Figure 1. Placement by cell class.
Scale bar: 20 um. Fill, decap, tap and diode cells in gray.
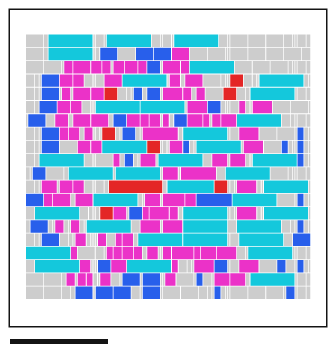
Figure 2. Signal wires on met2.
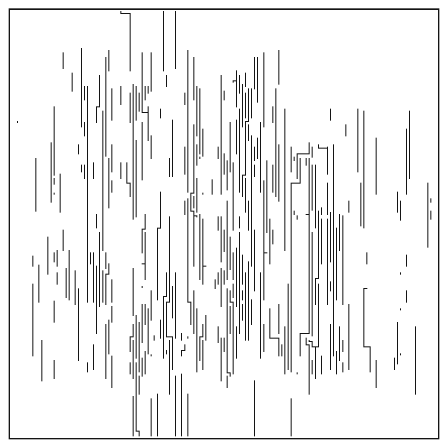
Figure 3. Clock nets.
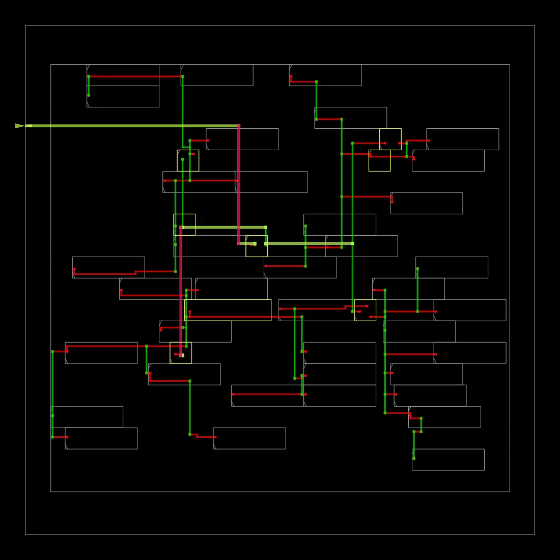
Figure 4. Selected gate families.
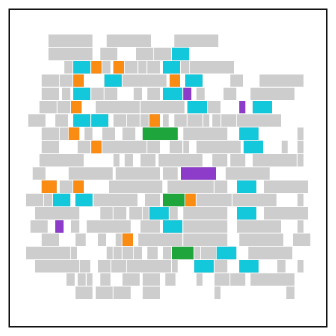
$ cat src/rtl/serial_subtractor_if.sv
// Handshake and operand bundle for the bit-serial subtractor.
// master drives requests/operands, slave returns status and result.
interface serial_subtractor_if #(
    parameter int n = 8
);
    logic         start;
    logic [n-1:0] a;
    logic [n-1:0] b;
    logic         bin;
    logic         ready;
    logic         done;
    logic [n-1:0] diff;
    logic         bout;

    modport master (
        output start, a, b, bin,
        input  ready, done, diff, bout
    );

    modport slave (
        input  start, a, b, bin,
        output ready, done, diff, bout
    );
endinterface

$ cat src/rtl/serial_subtractor.sv
// Bit-serial subtractor, one bit per clock LSB first, n-cycle latency.
// Define SERIAL_SUBTRACTOR_SATURATE_EN to floor underflowing results at 0.
module serial_subtractor #(
    parameter int n = 8
) (
    input logic           clk,
    input logic           rst_n,
    serial_subtractor_if.slave sub
);
    localparam int CW = (n > 1) ? $clog2(n) : 1;
    localparam logic [CW-1:0] LAST = CW'(n - 1);

    typedef enum logic [1:0] {
        IDLE,
        BUSY,
        DONE
    } state_t;

    state_t state;
    state_t state_nx;

    logic          accept;
    logic          last;
    logic [n-1:0]  a_sh;
    logic [n-1:0]  b_sh;
    logic [n-1:0]  res;
    logic [n-1:0]  res_nx;
    logic [n-1:0]  diff_nx;
    logic [n-1:0]  diff_q;
    logic [CW-1:0] cnt;
    logic          br;
    logic          br_nx;
    logic          d;
    logic          bout_q;

    always_ff @(posedge clk or negedge rst_n) begin
        if (!rst_n) state <= IDLE;
        else        state <= state_nx;
    end

    always_comb begin
        state_nx = state;
        accept   = 1'b0;
        last     = 1'b0;
        unique case (state)
            IDLE, DONE: begin
                if (sub.start) begin
                    accept   = 1'b1;
                    state_nx = BUSY;
                end else begin
                    state_nx = IDLE;
                end
            end
            BUSY: begin
                if (cnt == LAST) begin
                    last     = 1'b1;
                    state_nx = DONE;
                end
            end
            default: state_nx = IDLE;
        endcase
    end

    // Result bits enter at the MSB so the LSB lands at bit 0 after n shifts.
    always_comb begin
        d      = a_sh[0] ^ b_sh[0] ^ br;
        br_nx  = (~a_sh[0] & b_sh[0])
               | (~(a_sh[0] ^ b_sh[0]) & br);
        res_nx = res >> 1;
        res_nx[n-1] = d;
`ifdef SERIAL_SUBTRACTOR_SATURATE_EN
        diff_nx = br_nx ? '0 : res_nx;
`else
        diff_nx = res_nx;
`endif
    end

    always_ff @(posedge clk or negedge rst_n) begin
        if (!rst_n) begin
            a_sh   <= '0;
            b_sh   <= '0;
            res    <= '0;
            br     <= 1'b0;
            cnt    <= '0;
            diff_q <= '0;
            bout_q <= 1'b0;
        end else if (accept) begin
            a_sh <= sub.a;
            b_sh <= sub.b;
            br   <= sub.bin;
            res  <= '0;
            cnt  <= '0;
        end else if (state == BUSY) begin
            a_sh <= a_sh >> 1;
            b_sh <= b_sh >> 1;
            br   <= br_nx;
            res  <= res_nx;
            cnt  <= cnt + CW'(1);
            if (last) begin
                diff_q <= diff_nx;
                bout_q <= br_nx;
            end
        end
    end

    assign sub.ready = (state != BUSY);
    assign sub.done  = (state == DONE);
    assign sub.diff  = diff_q;
    assign sub.bout  = bout_q;
endmodule

$ cat src/flat_wrapper.sv
// flat-port wrapper written by rule: the top's interface ports become plain ports
module serial_subtractor_flat 
#(
    parameter int n = 8
)
  (clk, rst_n, sub_start, sub_a, sub_b, sub_bin, sub_ready, sub_done, sub_diff, sub_bout);
  serial_subtractor_if #(.n(n)) sub_i ();
  input logic clk;
  input logic rst_n;
  input wire logic [$bits(sub_i.start)-1:0] sub_start;
  input wire logic [$bits(sub_i.a)-1:0] sub_a;
  input wire logic [$bits(sub_i.b)-1:0] sub_b;
  input wire logic [$bits(sub_i.bin)-1:0] sub_bin;
  output wire logic [$bits(sub_i.ready)-1:0] sub_ready;
  output wire logic [$bits(sub_i.done)-1:0] sub_done;
  output wire logic [$bits(sub_i.diff)-1:0] sub_diff;
  output wire logic [$bits(sub_i.bout)-1:0] sub_bout;
  assign sub_i.start = sub_start;
  assign sub_i.a = sub_a;
  assign sub_i.b = sub_b;
  assign sub_i.bin = sub_bin;
  assign sub_ready = sub_i.ready;
  assign sub_done = sub_i.done;
  assign sub_diff = sub_i.diff;
  assign sub_bout = sub_i.bout;
  serial_subtractor #(.n(n)) u_core (.clk(clk), .rst_n(rst_n), .sub(sub_i));
endmodule
$ cat config.mk
export PLATFORM = sky130hd
export DESIGN_NAME = serial_subtractor_flat
export DESIGN_NICKNAME = d
export VERILOG_FILES = /design/src/rtl/serial_subtractor_if.sv /design/src/rtl/serial_subtractor.sv /design/src/flat_wrapper.sv
export SDC_FILE = /design/constraint.sdc
export NUM_CORES = 1
export LEC_CHECK = 0
export ABC_AREA = 0
export CORE_MARGIN = 3
export CORE_UTILIZATION = 52
export DETAILED_ROUTE_END_ITERATION = 7
export PLACE_DENSITY = 0.79
export RECOVER_POWER = 100
export SLEW_MARGIN = 15
export SYNTH_ARGS = -nofsm -noshare
export SYNTH_HDL_FRONTEND = slang
export SYNTH_SLANG_ARGS = --single-unit
$ cat constraint.sdc
create_clock -name clk -period 1.6 [get_ports clk]
set_input_delay 0.16 -clock clk [delete_from_list [all_inputs] [get_ports clk]]
set_output_delay 0.16 -clock clk [all_outputs]
set_load 0.05 [all_outputs]
==> run summary <==
run results: Die ar.=4200 sq um, GR peak layer=met2, r2r endpoint=u_core.sub.diff[1], GRT Total Usage=0.180, Synth Warn #=0, flop-to-flop setup slack=50 ps, CTS clk-pin slew, worst paths=120 ps, pwr/cell area=1980 nW/um^2, CTS Buffer Depth=2, root buffer cell=clkbuf_4, Synth flops=38, area delta synth->final=21.1%, FP Rows=20, worst r2r path cells=4, met1 GRT Util=0.213, GRT overflow=0, post-route setup TNS=0 ps, Slew Limit Fails=0, chip height=64.8 um, Remaining DRCs=0, hold path depth=3, total number of vias=1267, Iter 0 DRT Violations=72, Post-Route WL=3480 um, Crit path top cell by count=ha_1, CTS tree=done, slew margin rel.=0.401, Die Span X=64.8 um, worst vdd ir=1050 uV, HP Start=sub_b[6], Gate Count Post-Synth=146, Tool Warnings=26, Worst path max stage delay=450 ps, Worst Max-Slew Pin Slew=899 ps, IO buf count=30, Initial Util=0.566, M3 GR Usage=0.0468, CP Buf/Inv Count=0, Top-area cell share=0.529, via/cell ratio=5.46, Commonest Layout Cell=dfrtp_1, synthesized area per cell=12.3 sq um, post-layout util=0.685, CTS sink cnt=38, hpwl dp=2480 um, Final Critical Period=1550 ps, Critical Path, Cell by Cell=ha_1 -> ha_1 -> nand3b_4 -> mux2_1, Top area cell types=dfrtp_1, mux2_4, mux2i_1, global placement routability congestion=0.776, Arr. time, crit path=1770 ps, status=finished, final reports clean, Worst Path Required=1830 ps, Crit-path slowest cell=dfrtp_1, cell count in the Yosys report=146, worst hold path type=in2reg, Floorplan Nets=169, vias in the first global route=1302, # placed instances=219, Unique cell types=24, Mapped Area=1800 sq um, core area=3180 sq um, DP Worst Slack=78.5 ps, kind of critical path=reg2reg, initial antenna violation count=0, Crit. End Element=flip-flop, startpoint types=flip-flop
About Figure 1:
Key: cyan = flip-flops [cells 38]; magenta = all other logic [cells 98]; blue = other buffers and delay cells [cells 44]; red = clock drivers and dummy loads [cells 8]

About Figure 2:
The longest straight run is 32.6 um. 177 nets have wire on it. The wires run mostly vertical. The layer holds 50% of the routed length. The layer carries 1730 um of wire.

About Figure 3:
P_clk: 0.000660 W
Num CTS Buffers: 5

About Figure 4:
Key: green = adder and majority cells [cells 3]; cyan = multiplexers [cells 22]; purple = NAND gates [cells 4]; orange = NOR gates [cells 12]
fraction of area in multi-input gates: 0.325
Final Non-Filler Cells: 232

final cells by class:
cell class / count / area, sq um
clock inverters: 3 / 45.0
repair buffers: 44 / 343
multi-input cells: 88 / 707
inverters: 10 / 37.5
clock buffers: 5 / 37.5
flip-flops and latches: 38 / 952
fillers: 261 / 1000
well taps: 44 / 55.1
sequential cells by signal, summed over array words and instances, names as in the netlist:
signal and count:
u_core.sub.bout 1, u_core.br 1, u_core.cnt 3, u_core.state 2, u_core.res 7, u_core.b_sh 8
u_core.sub.diff 8, u_core.a_sh 8
logic make-up after synthesis:
kind of cell,synth area share
multiplexers,0.145
AND/OR/NAND/NOR,0.0668
buffers and inverters,0.0647
adder cells (fa/ha/maj),0.0251
flip-flops,0.529
AND-OR/OR-AND,0.164
XOR/XNOR,0.00487
per-stage QoR:
| step | area [sq um] | hold slack [ps] | power [W] |
|---|---|---|---|
| 2_1_floorplan | 1800 | -136 | 0.00323 |
| 3_3_place_gp | 2120 | 227 | 0.00369 |
| 3_5_place_dp | 2120 | 233 | 0.00380 |
| 4_1_cts | 2220 | 391 | 0.00447 |
| 5_1_grt | 2180 | 398 | 0.00461 |
| 6_report | 2180 | 400 | 0.00431 |
metal layers:
layer	up-vias	wire length (um)
met2	40	1730
met3	8	170
met5	-	0
met1	612	1510
met4	0	59
li1	607	-
what timing repair did:
| item | CTS | global route |
|---|---|---|
| resized | 3 | 0 |
| endpoints found under the setup margin | 2 | 2 |
| buffers inserted | 0 | 4 |
| hold endpoints to repair | 38 | 0 |
| hold buffers | 1 | 0 |
cells in the mapped netlist:
cell type,instances
nand2_1,1
nand3_1,2
buf_2,3
dfrtp_1,38
inv_1,9
a21o_1,1
xnor2_1,1
o21ai_0,4
or2b_4,1
mux2_2,5
ha_1,2
nor2_2,1
buf_6,3
inv_2,1
nand3b_4,1
mux2i_1,10
a22o_1,10
fa_1,1
mux2_4,7
buf_4,4
o22ai_1,6
a21oi_1,15
a211oi_1,9
nor2b_1,11
report_power, final:
| group | total, W | internal [W] | switching (W) |
|---|---|---|---|
| Sequential | 0.00172 | 0.00140 | 0.000324 |
| Combinational | 0.00193 | 0.000808 | 0.00112 |
| Clock | 0.000660 | 0.000328 | 0.000332 |
| Total | 0.00431 | 0.00254 | 0.00177 |
worst max path at each step:
stage,startpoint,end,slack (ps)
2_1_floorplan,u_core.state[1],sub_done,70
3_3_place_gp,u_core.cnt[0],u_core.sub.diff[3],140
3_5_place_dp,u_core.cnt[0],u_core.sub.diff[3],80
4_1_cts,u_core.state[0],sub_ready,20
5_1_grt,u_core.state[1],sub_ready,-9
6_report,u_core.cnt[0],u_core.sub.diff[1],50
worst reg2reg max path, cell delays in order (launching register included):
cell and delay [ps]:
dfrtp_1 450, ha_1 230, ha_1 230, nand3b_4 180, mux2_1 350
Power and IR drop assume default switching activity.
